Run 1, placement by cell class:
The bar under the picture is 50 µm long. Fill, decap, tap and diode cells in gray.
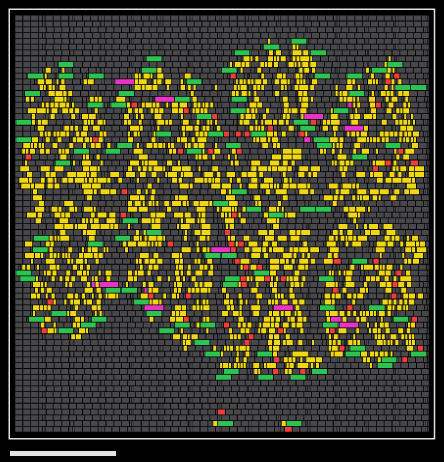
Run 1, signal wires by layer:
The bar under the picture is 50 µm long.
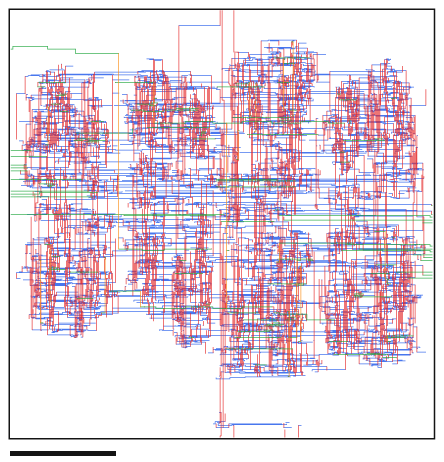
Run 1, cell outlines without signal wires:
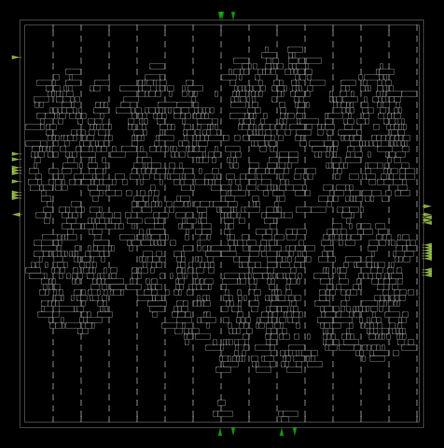
<file path="src/rtl/box_sprite_engine.sv">
// rtl/box_sprite_engine.sv - frame-locked multi-box sprite renderer for the VGA pixel path
module box_sprite_engine #(
    parameter int N_BOXES   = 4,
    parameter int COORD_W   = 10,
    parameter int H_ACTIVE  = 640,
    parameter int V_ACTIVE  = 480,
    parameter int BOX_W     = 64,
    parameter int BOX_H     = 48,
    parameter int STEP      = 1,
    parameter int FRAME_DIV = 1
) (
    input  logic               clk,
    input  logic               reset_n,
    input  logic [COORD_W-1:0] h_count,
    input  logic [COORD_W-1:0] v_count,
    input  logic               display_en,
    input  logic               h_sync_in,
    input  logic               v_sync_in,
    input  logic               pause,
    output logic               vga_r,
    output logic               vga_g,
    output logic               vga_b,
    output logic               vga_hsync,
    output logic               vga_vsync,
    output logic               busy
);

    localparam int IDX_W = (N_BOXES > 1) ? $clog2(N_BOXES) : 1;
    localparam int DIV_W = (FRAME_DIV > 1) ? $clog2(FRAME_DIV) : 1;

    typedef logic [COORD_W-1:0] coord_t;
    typedef logic [COORD_W:0]   wide_t;

    localparam wide_t X_LIM = wide_t'(H_ACTIVE - BOX_W);
    localparam wide_t Y_LIM = wide_t'(V_ACTIVE - BOX_H);

    typedef enum logic {IDLE, UPD} state_t;

    state_t           state_q, state_d;
    logic [IDX_W-1:0] idx_q, idx_d;
    logic [DIV_W-1:0] div_q, div_d;
    logic             tick_q;
    logic             start;
    logic [2:0]       rgb_d;

    coord_t x_q [N_BOXES];
    coord_t y_q [N_BOXES];
    logic   dx_neg_q [N_BOXES];
    logic   dy_neg_q [N_BOXES];

    // One axis of motion: returns {new direction is negative, new position}, reflecting at 0 and lim.
    function automatic wide_t step_axis(input coord_t pos, input logic neg, input wide_t lim);
        wide_t p;
        wide_t s;
        p = {1'b0, pos};
        s = wide_t'(STEP);
        if (!neg) begin
            if (p + s > lim) return {1'b1, lim[COORD_W-1:0]};
            else             return {1'b0, pos + coord_t'(STEP)};
        end else begin
            if (p < s)       return {1'b0, coord_t'(0)};
            else             return {1'b1, pos - coord_t'(STEP)};
        end
    endfunction

    // Widened compares so that pos+size can never wrap.
    function automatic logic in_span(input coord_t c, input coord_t lo, input int size);
        return ({1'b0, c} >= {1'b0, lo}) && ({1'b0, c} < ({1'b0, lo} + wide_t'(size)));
    endfunction

    // Start-of-vertical-blank pulse, registered.
    always_ff @(posedge clk) begin
        if (!reset_n) tick_q <= 1'b0;
        else          tick_q <= (h_count == '0) && (v_count == coord_t'(V_ACTIVE));
    end

    // Frame divider: decides when a tick launches an update pass; ticks during a pass are dropped.
    always_comb begin
        div_d = div_q;
        start = 1'b0;
        if (tick_q && !pause && state_q == IDLE) begin
            if (div_q == DIV_W'(FRAME_DIV - 1)) begin
                div_d = '0;
                start = 1'b1;
            end else begin
                div_d = div_q + DIV_W'(1);
            end
        end
    end

    // Updater next state: walk the boxes one per clock, then return to IDLE.
    always_comb begin
        state_d = state_q;
        idx_d   = idx_q;
        case (state_q)
            IDLE: if (start) begin
                state_d = UPD;
                idx_d   = '0;
            end
            UPD: if (idx_q == IDX_W'(N_BOXES - 1)) begin
                state_d = IDLE;
                idx_d   = '0;
            end else begin
                idx_d = idx_q + IDX_W'(1);
            end
            default: state_d = IDLE;
        endcase
    end

    // Updater and divider state registers.
    always_ff @(posedge clk) begin
        if (!reset_n) begin
            state_q <= IDLE;
            idx_q   <= '0;
            div_q   <= '0;
        end else begin
            state_q <= state_d;
            idx_q   <= idx_d;
            div_q   <= div_d;
        end
    end

    // Box positions/directions: staggered start layout, moved only while the updater visits them.
    always_ff @(posedge clk) begin
        if (!reset_n) begin
            for (int i = 0; i < N_BOXES; i++) begin
                x_q[i]      <= coord_t'(16 + 64 * i);
                y_q[i]      <= coord_t'(16 + 48 * i);
                dx_neg_q[i] <= (i % 2) == 1;
                dy_neg_q[i] <= 1'b0;
            end
        end else if (state_q == UPD) begin
            for (int i = 0; i < N_BOXES; i++) begin
                if (idx_q == IDX_W'(i)) begin
                    {dx_neg_q[i], x_q[i]} <= step_axis(x_q[i], dx_neg_q[i], X_LIM);
                    {dy_neg_q[i], y_q[i]} <= step_axis(y_q[i], dy_neg_q[i], Y_LIM);
                end
            end
        end
    end

    // Colour select: scan from the top index down so the lowest-index hit wins.
    always_comb begin
        rgb_d = 3'b000;
        for (int i = N_BOXES - 1; i >= 0; i--) begin
            if (in_span(h_count, x_q[i], BOX_W) && in_span(v_count, y_q[i], BOX_H))
                rgb_d = 3'(i + 1);
        end
        if (!display_en) rgb_d = 3'b000;
    end

    // Output registers keep colour and syncs on the same one-cycle delay.
    always_ff @(posedge clk) begin
        if (!reset_n) begin
            {vga_r, vga_g, vga_b} <= 3'b000;
            vga_hsync             <= 1'b0;
            vga_vsync             <= 1'b0;
        end else begin
            {vga_r, vga_g, vga_b} <= rgb_d;
            vga_hsync             <= h_sync_in;
            vga_vsync             <= v_sync_in;
        end
    end

    assign busy = (state_q == UPD);

endmodule

</file>
<file path="config.mk">
export PLATFORM = sky130hd
export DESIGN_NAME = box_sprite_engine
export DESIGN_NICKNAME = d
export VERILOG_FILES = /design/src/rtl/box_sprite_engine.sv
export SDC_FILE = /design/constraint.sdc
export NUM_CORES = 1
export LEC_CHECK = 0
export ABC_CLOCK_PERIOD_IN_PS = 3150
export CORE_AREA = 2 2 197 199
export CTS_CLUSTER_DIAMETER = 30
export DETAILED_ROUTE_END_ITERATION = 10
export DIE_AREA = 0 0 199 201
export DONT_BUFFER_PORTS = 1
export PLACE_DENSITY = 0.48
export SKIP_LAST_GASP = 1
export SYNTH_ARGS = -nofsm -noshare
export SYNTH_HDL_FRONTEND = slang
export SYNTH_SLANG_ARGS = --single-unit
</file>
<file path="constraint.sdc">
create_clock -name clk -period 3.15 [get_ports clk]
set_clock_uncertainty 0.05 [all_clocks]
set_input_delay 0.315 -clock clk [delete_from_list [all_inputs] [get_ports clk]]
set_output_delay 0.315 -clock clk [all_outputs]
set_load 0.02 [all_outputs]
</file>
==> PnR_summary.wiki, run 1 <==
=== Physical design figures ===
{| class="wikitable"
! Metric !! Value
|-
| Run status || finished clean
|-
| Number of nets in the layout || 1,699
|-
| Hold_sp || display_en
|-
| Arrival time worst endpoint || 3150 ps
|-
| Total GRT Usage || 18.4%
|-
| Number of iterations in the first detailed-routing pass || 5
|-
| RSZ-0062 raised after global routing || no
|-
| Row count || about 70
|-
| Clock tree from TritonCTS || yes
|-
| FF-to-FF End || y_q[31]
|-
| Required time of the worst setup path || around 3400 ps
|-
| Power per unit of standard cell area || 228 mW/mm²
|-
| Half-perimeter wire length of the detailed placement result || ~27 mm
|-
| Die ar. || approximately 0.04 mm²
|-
| Combinational Area || between 0.008 and 0.009 mm²
|-
| Routed vias/inst || 5.64
|-
| Routed vias || about 12,000
|-
| Final Cycle Share || 91.6%
|-
| Worst hold path endpoint || vga_b
|-
| Dominant synthesized flop cell || dfxtp_1
|-
| Y dimension of the die || 201 µm
|-
| Sequential share of the synthesized area || between 10% and 20%
|-
| Sink count of the clock tree || roughly 97
|-
| Remaining number of nets flagged by the antenna check after routing || 0
|-
| Yosys aoi share || between 20% and 30%
|-
| Clock edge transition at the registers on the reported setup and hold paths || 90 ps
|-
| Max-area cell share || approximately 17%
|-
| Setup repair bufs after CTS || 0
|-
| Final Hold Slack || about 28 ps
|-
| Commonest cells after routing, fill and taps aside || 156 x ha_1, 120 x o21ai_0, 119 x a21oi_1, 117 x nand2_1, 108 x nor2_1
|-
| Post-synth tally of flip-flops with integrated enable || 0
|-
| Fillers || around 4,100
|-
| Area leader, netlist || ha_1
|-
| Clock Tree Buf Depth || 2
|-
| Final Critical Period || 2890 ps
|-
| HP Class || in -> reg
|-
| Crit path setup slack, layout || between 200 and 300 ps
|-
| Number of buffers added on ports || 0
|-
| Synthesized area per cell || around 7.3 µm²
|-
| Register-to-register setup slack || around 260 ps
|-
| Chip Area, Yosys || 0.0112 mm²
|-
| Setup Viol. Count Final || 0
|-
| Synth area leaders || ha_1 17%, dfxtp_1 17%, o21ai_0 5.4%
|-
| Ys cells || around 1,500
|-
| Crit end category || register
|-
| Synthesized-area fraction occupied by adder cells || roughly 17%
|-
| Average detailed-routed wire length per instance || around 18 µm
|-
| Gr ovfl total || 0
|-
| IO Count || 32
|-
| Crit path kind || reg -> reg
|-
| Tally of max-capacitance violations || 0
|-
| Tightest slew margin relative to the limit || a little under two fifths
|-
| Synthesis-stage register bit count || about 97
|-
| Antenna violations before repair || 1
|-
| # diodes || 0
|-
| Pin slew with the least headroom to its limit || roughly 930 ps
|-
| Clock Latency Late Sink || between 300 and 400 ps
|-
| Post-synthesis instance area || around 0.011 mm²
|-
| Root Buffer || clkbuf_16
|-
| Highest achievable clock rate || ~350 MHz
|-
| Max-slew violation total from the final report || 0
|-
| Hold Vio Cnt, Final || 0
|-
| Sum of negative setup slack || 0 ps
|-
| CP Launch Type || register
|-
| Global-route wire length before repair || ~60 mm
|-
| Tally of OpenROAD warnings || ~53
|-
| CTS HTree Levels || 3
|-
| FFs w/ async S/R, synth || 0%
|-
| IR Drop Worst-Case VDD || roughly 0.30 mV
|}
## Picture notes: 'placement by cell class'
legend:
  registers:
    color: green
    cells: 97
  clock drivers and dummy loads:
    color: magenta
    cells: 14
  remaining buffers and delay cells:
    color: red
    cells: 63
  remaining logic cells:
    color: yellow
    cells: 1,346

## Picture notes: 'signal wires by layer'
legend:
  M1:
    color: blue
    wire_length: 17,500 µm
  M3:
    color: green
    wire_length: 1,890 µm
  M2:
    color: red
    wire_length: 16,800 µm
  M4:
    color: orange
    wire_length: 550 µm

## Picture notes: 'cell outlines without signal wires'
area of the placeable core: 0.0381 mm²
post-layout util: 32.1%

[run 1: where the power goes]
| part | switching (W) | internal (W) |
|---|---|---|
| logic | 0.000228 | 0.000177 |
| clock network | 0.000568 | 0.000550 |
| registers | 0.0000296 | 0.00124 |
| total | 0.000826 | 0.00197 |
[run 1: flip-flops by register name, summed over array words and instances, names as in the netlist]
name and flops:
vga_vsync 1, x_q 40, dx_neg_q 4, busy 1
y_q 40, vga_g 1, tick_q 1, vga_b 1
idx_q 2, vga_r 1, vga_hsync 1, dy_neg_q 4
[run 1: metrics by stage]
step           power, W  area (µm²)  utilization [%]  std cells
2_1_floorplan   0.00158       11200                -       1538
3_3_place_gp    0.00168       11900             31.2       2020
3_5_place_dp    0.00168       11900             31.2       2020
4_1_cts         0.00283       12200             32.0       2038
5_1_grt         0.00293       12200             32.1       2038
6_report        0.00279       12200             32.1       2038
[run 1: kinds of logic (layout without fill, tap and decap cells)]
kind of cell	count (synthesis)	in the layout
AND-OR/OR-AND	504	504
XOR/XNOR	46	46
adder cells (fa/ha/maj)	156	156
buffers and inverters	194	176
flip-flops	97	97
multiplexers	16	16
AND/OR/NAND/NOR	525	525
[run 1: worst max-delay path, cell delays in order, from the launching register on]
cell	delay (ps)
dfxtp_1	530
ha_1	300
and4_1	340
o21ai_0	120
o31ai_1	220
a32oi_1	110
or4_1	510
a21o_1	240
mux2_4	270
a21oi_2	120
[run 1: worst max path at each step]
stage / end / slack, ps / cells after the start
after floorplan: vga_r / 80 / 12
after global placement: vga_r / 170 / 12
after detailed placement: vga_r / 50 / 12
after CTS: vga_r / 40 / 12
after global routing: vga_r / 3 / 12
final: y_q[31] / 260 / 9
[run 1: per-layer routing]
metal  up-vias  GRT usage (%)  part of all wire (%)
met2       258           29.9                    46
met5         -              0                     0
met4         0           4.45                   1.5
met1      5464           25.0                    48
li1       5740              -                     -
met3        40           3.63                   5.1
[run 1: cell type report]
type                            instances  share of cell area [%]
Clock buffer                           11                    1.99
Clock inverter                          3                   0.154
Inverter                               99                    3.04
Multi-Input combinational cell       1247                    69.7
Sequential cell                        97                    15.9
Tap cell                              518                    5.30
Timing Repair Buffer                   63                    3.95
[run 1: synth_stat cells, types with 6 or more instances]
master and count:
o31ai_1 12, a221oi_1 10, o32ai_1 7, mux2i_1 8, nor2_1 108, nor4_1 28, nand3b_1 6, a211oi_1 25
a21oi_1 119, xnor2_1 42, nor2b_1 17, nand3_1 59, a311oi_1 9, dfxtp_1 97, and3_1 19, a31oi_1 28
ha_1 156, a2111oi_0 15, o211ai_1 25, or3_1 8, a22oi_1 8, nor3_1 60, o21ai_0 121, buf_2 8
mux2_2 7, o2111ai_1 7, o22ai_1 12, o21a_1 18, and2_1 17, or4_1 12, a21o_1 18, nand2b_1 21
nand2_1 117, nand4_1 27, and4_1 6, a211o_1 7, clkbuf_1 81, inv_1 97
[run 1: what timing repair did]
item                                   in CTS  in global routing
endpoints found under the hold margin       8                  0
hold buffers                                4                  0
gates resized                               0                  6
setup endpoints to repair                   0                  3
## Run 2: what changed since run 1
--- a/config.mk
+++ b/config.mk
@@ -13,6 +13,7 @@
 export DONT_BUFFER_PORTS = 1
 export PLACE_DENSITY = 0.48
 export SKIP_LAST_GASP = 1
+export SLEW_MARGIN = 20
 export SYNTH_ARGS = -nofsm -noshare
 export SYNTH_HDL_FRONTEND = slang
 export SYNTH_SLANG_ARGS = --single-unit
==> PnR_summary.wiki, run 2 <==
=== Physical design figures ===
{| class="wikitable"
! Metric !! Value
|-
| Clock edge transition at the registers on the reported setup and hold paths || around 90 ps
|-
| Sequential cell fraction of total power || approximately 46%
|-
| Remaining number of nets flagged by the antenna check after routing || 0
|-
| RSZ-0062 raised after global routing || no
|-
| Required time of the worst setup path || about 3400 ps
|-
| IR Drop Worst-Case VDD || ~0.30 mV
|-
| Dominant synthesized flop cell || dfxtp_1
|-
| FFs w/ async S/R, synth || 0%
|-
| Run status || finished clean
|-
| Clock Latency Late Sink || 390 ps
|-
| Sink count of the clock tree || ~97
|-
| Row count || 72
|-
| Chip Area, Yosys || ~0.011 mm²
|-
| Synthesis-stage register bit count || between 90 and 100
|-
| Routed vias || between 10,000 and 15,000
|-
| Y dimension of the die || around 200 µm
|-
| Pin slew with the least headroom to its limit || roughly 930 ps
|-
| Post-synthesis instance area || between 0.01 and 0.015 mm²
|-
| Number of buffers added on ports || 0
|-
| Number of iterations in the first detailed-routing pass || 5
|-
| Crit end category || register
|-
| Half-perimeter wire length of the detailed placement result || ~27 mm
|-
| Final Cycle Share || between 90% and 100%
|-
| Gr ovfl total || 0
|-
| Tally of max-capacitance violations || 0
|-
| Number of nets in the layout || 1,699
|-
| Power share of the clock group || 40.0%
|-
| Switching Share || about 30%
|-
| Area leader, netlist || ha_1
|-
| Number of non-filler instances in the completed layout || 2,038
|-
| # diodes || 0
|-
| Clock tree from TritonCTS || yes
|-
| Antenna violations before repair || 1
|-
| Crit path kind || reg -> reg
|-
| Routed vias/inst || ~5.6
|-
| CTS HTree Levels || 3
|-
| Ordered list of cells on the worst path || ha_1, and4_1, o21ai_0, o31ai_1, a32oi_1, or4_1, a21o_1, mux2_4, a21oi_2
|-
| Power per unit of standard cell area || around 230 mW/mm²
|-
| Critical-path cell with the highest stage delay || dfxtp_1
|-
| Total GRT Usage || between 10% and 20%
|-
| Max-area cell share || approximately 17%
|-
| Registers with the most flip-flops || x_q (40), y_q (40)
|-
| Global-route wire length before repair || ~60 mm
|-
| Area of the placeable core || 0.0381 mm²
|-
| Tightest slew margin relative to the limit || between 30% and 40%
|-
| Die ar. || 0.0400 mm²
|}
run 2: cell counts after synthesis:
No cell type changed its count.
run 2: final timing paths:
path              start       end  slack, ps  depth (start not counted)
max             y_q[31]   y_q[31]        260                          9
min          display_en     vga_b         30                          1
max reg2reg     y_q[31]   y_q[31]        260                          9
min reg2reg    idx_q[0]  idx_q[0]        500                          2
run 2: per-layer routing:
| metal | vias to the layer above | routed length [µm] | GRT usage [%] |
|---|---|---|---|
| met2 | 258 | 16800 | 29.9 |
| met4 | 0 | 550 | 4.45 |
| met5 | - | 0 | 0 |
| li1 | 5740 | - | - |
| met3 | 40 | 1890 | 3.63 |
| met1 | 5464 | 17500 | 25.0 |
run 2: timing repair:
item | CTS | global route
endpoints found under the hold margin | 8 | 0
gates resized | 0 | 6
hold buffers | 4 | 0
endpoints found under the setup margin | 0 | 3
run 2: power groups by stage:
stage | sequential, W | combinational [W] | clock (W)
after floorplan | 0.00128 | 0.000299 | 0
after global placement | 0.00130 | 0.000379 | 0
after detailed placement | 0.00130 | 0.000387 | 0
after CTS | 0.00127 | 0.000401 | 0.00116
after global routing | 0.00127 | 0.000463 | 0.00120
final | 0.00127 | 0.000405 | 0.00112
run 2: stage by stage:
step                      hold slack, ps  utilization (%)  power (W)  cell area, µm²
after floorplan                      392                -    0.00158           11200
after global placement               364             31.2    0.00168           11900
after detailed placement             360             31.2    0.00168           11900
after CTS                           6.80             32.0    0.00283           12200
after global routing                9.29             32.1    0.00293           12200
final                               28.4             32.1    0.00279           12200
run 2: cell families after synthesis:
kind of cell | Yosys count | synth area share (%)
AND/OR/NAND/NOR | 525 | 23.7
adder cells (fa/ha/maj) | 156 | 17.5
multiplexers | 16 | 1.56
XOR/XNOR | 46 | 3.60
flip-flops | 97 | 17.4
buffers and inverters | 194 | 6.65
AND-OR/OR-AND | 504 | 29.6
run 2: area by class of cell:
class	count	area, µm²
Multi-Input combinational cell	1247	8520
Timing Repair Buffer	63	483
Sequential cell	97	1940
Inverter	99	372
Clock buffer	11	243
Fill cell	4124	25900
Clock inverter	3	18.8
Tap cell	518	648
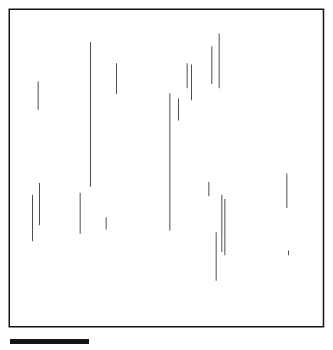
Run 2: met4 routing
The bar under the picture is 50 µm long.
main direction: vertical
wire length on this layer: 550 µm
longest straight run: 91.8 µm

## Run 3: what changed since run 2
--- a/config.mk
+++ b/config.mk
@@ -6,12 +6,12 @@
 export NUM_CORES = 1
 export LEC_CHECK = 0
 export ABC_CLOCK_PERIOD_IN_PS = 3150
-export CORE_AREA = 2 2 197 199
+export CORE_AREA = 10 10 179 181
 export CTS_CLUSTER_DIAMETER = 30
 export DETAILED_ROUTE_END_ITERATION = 10
-export DIE_AREA = 0 0 199 201
+export DIE_AREA = 0 0 189 191
 export DONT_BUFFER_PORTS = 1
-export PLACE_DENSITY = 0.48
+export PLACE_DENSITY = 0.59
 export SKIP_LAST_GASP = 1
 export SLEW_MARGIN = 20
 export SYNTH_ARGS = -nofsm -noshare
==> PnR_summary.wiki, run 3 <==
=== Physical design figures ===
{| class="wikitable"
! Metric !! Value
|-
| Required time of the worst setup path || 3410 ps
|-
| CP Buf/Inv Count || 0
|-
| Final Cycle Share || 91.8%
|-
| Highest achievable clock rate || 346 MHz
|-
| Crit path setup slack, layout || 257 ps
|-
| Post-synth tally of flip-flops with integrated enable || 0
|-
| Final Critical Period || between 2000 and 3000 ps
|-
| Setup Viol. Count Final || 0
|-
| IR Drop Worst-Case VDD || between 0.15 and 0.2 mV
|-
| Area of all sequential standard cells || a little under 0.002 mm²
|-
| Largest incremental delay on the critical path || about 520 ps
|-
| Arrival time worst endpoint || roughly 3200 ps
|-
| Dominant synthesized flop cell || dfxtp_1
|-
| Tightest slew margin relative to the limit || 49.4%
|-
| Post-synthesis instance area || between 0.01 and 0.015 mm²
|-
| Ordered list of cells on the worst path || ha_1, and4_1, o21ai_0, o31ai_1, a32oi_1, or4_1, a21o_1, mux2_4, a21oi_2
|-
| Power per unit of standard cell area || around 240 mW/mm²
|-
| Hold Vio Cnt, Final || 0
|-
| Fillers || 2,975
|-
| List of most frequent post-synthesis cells || 156 x ha_1, 121 x o21ai_0, 119 x a21oi_1
|-
| Combinational Area || 0.00852 mm²
|-
| Initial cell density of the core || 39.3%
|-
| Number of iterations in the first detailed-routing pass || 6
|-
| Clock edge transition at the registers on the reported setup and hold paths || 70 ps
|-
| CP Launch Type || register
|-
| Commonest cells after routing, fill and taps aside || 156 x ha_1, 121 x o21ai_0, 119 x a21oi_1, 117 x nand2_1, 108 x nor2_1
|-
| Number of nets in the layout || about 1,700
|-
| IO Count || 32
|-
| FFs w/ async S/R, synth || 0%
|-
| Y dimension of the die || 191 µm
|-
| Remaining number of nets flagged by the antenna check after routing || 0
|-
| Critical-path cell with the highest stage delay || or4_1
|-
| Total GRT Usage || between 10% and 20%
|-
| Crit end category || register
|-
| Most repeated cell in the gate-level netlist after synthesis || ha_1
|-
| Chip Area, Yosys || between 0.01 and 0.015 mm²
|-
| Floorplan die width || approximately 190 µm
|-
| CTS HTree Levels || 3
|-
| Root Buffer || clkbuf_16
|-
| Area leader, netlist || ha_1
|-
| Max-area cell share || about 17%
|-
| Number of buffers added on ports || 0
|-
| Average detailed-routed wire length per instance || between 15 and 20 µm
|-
| Clock Tree Buf Depth || 2
|-
| Registers with the most flip-flops || x_q (40), y_q (40)
|-
| Synthesized area per cell || 7.27 µm²
|-
| RSZ-0062 raised after global routing || yes
|-
| Crit path kind || reg -> reg
|-
| Max-slew violation total from the final report || 0
|-
| Run status || finished clean
|-
| Half-perimeter wire length of the detailed placement result || approximately 26 mm
|-
| Clock Latency Late Sink || 380 ps
|-
| Clock tree from TritonCTS || yes
|-
| Tally of max-capacitance violations || 0
|-
| Ys cells || around 1,500
|-
| Pin slew with the least headroom to its limit || ~750 ps
|-
| Post-layout util || a little over two fifths
|-
| Synth area leaders || ha_1 17%, dfxtp_1 17%, o21ai_0 5.4%
|-
| Row count || 62
|-
| Routed vias || 11,541
|-
| Tally of OpenROAD warnings || roughly 54
|-
| HP Class || in -> reg
|-
| Routed vias/inst || 6.09
|-
| Synthesis-stage register bit count || between 90 and 100
|-
| Antenna violations before repair || 1
|-
| Sink count of the clock tree || roughly 97
|-
| Largest delay contributor family on the critical path || simple AND/OR/NAND/NOR gates
|-
| Die ar. || 0.0361 mm²
|-
| Sequential share of the synthesized area || about 17%
|-
| Global-route wire length before repair || 56.2 mm
|-
| Gr ovfl total || 0
|-
| Area of the placeable core || ~0.028 mm²
|-
| Synth Instances || approximately 1,500
|}
==> run 3: area by class of cell <==
cell class | instances | area share, %
diodes | 1 | 0.0209
inverters | 99 | 3.10
clock buffers | 9 | 1.88
clock inverters | 7 | 0.636
well taps | 384 | 4.01
flip-flops and latches | 97 | 16.2
multi-input cells | 1247 | 71.0
repair buffers | 50 | 3.15
==> run 3: repair_timing <==
| action | in CTS | in global routing |
|---|---|---|
| hold endpoints to repair | 5 | 0 |
| setup buffers | 0 | 0 |
| hold buffers | 1 | 0 |
| gates resized | 0 | 4 |
| setup endpoints to repair | 0 | 3 |
==> run 3: cells by family (layout without fill, tap and decap cells) <==
logic type | count (synthesis) | in the layout | synth area share, %
xor+xnor | 46 | 46 | 3.60
simple gates | 525 | 525 | 23.7
fa+ha+maj | 156 | 156 | 17.5
mux | 16 | 16 | 1.56
buf+inv | 194 | 165 | 6.65
compound gates | 504 | 504 | 29.6
flops | 97 | 97 | 17.4
other cells | 0 | 1 | 0
==> run 3: routing by layer <==
metal,vias up,part of all wire [%],global-route usage (%)
li1,5709,-,-
met1,5425,46,24.3
met2,360,45,30.2
met3,47,6.5,3.68
met4,0,2.0,6.20
met5,-,0,0
==> run 3: final timing paths <==
path	startpoint	to	slack, ps	cells after the start
max	y_q[31]	y_q[31]	260	9
min	reset_n	y_q[14]	20	1
max reg2reg	y_q[31]	y_q[31]	260	9
min reg2reg	idx_q[0]	idx_q[0]	480	2
==> run 3: report_power, final <==
part | internal [W] | total (W) | switching, W
registers | 0.00124 | 0.00127 | 0.0000325
logic | 0.000169 | 0.000383 | 0.000214
clock network | 0.000625 | 0.00118 | 0.000558
==> run 3: metrics by stage <==
| step | power [W] | std cells | instance area [µm²] | TNS, ps | hold WS, ps |
|---|---|---|---|---|---|
| final | 0.00284 | 1894 | 12000 | 0 | 15.7 |
| after global routing | 0.00298 | 1894 | 12000 | -30.0 | 10.5 |
| after CTS | 0.00288 | 1893 | 12000 | 0 | 5.90 |
| after detailed placement | 0.00167 | 1876 | 11700 | 0 | 370 |
| after global placement | 0.00166 | 1876 | 11700 | 0 | 367 |
| after floorplan | 0.00158 | 1538 | 11200 | 0 | 392 |
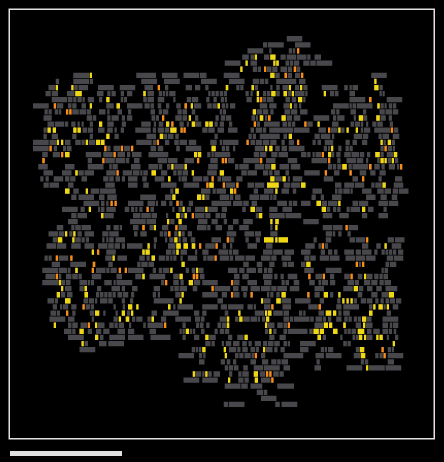
Run 3: gate-type map
The bar under the picture is 50 µm long.
legend:
  nor cells:
    color: yellow
    cells: 222
  inv cells:
    color: orange
    cells: 99

No activity file was given, so power comes from the tool's default toggle rates.
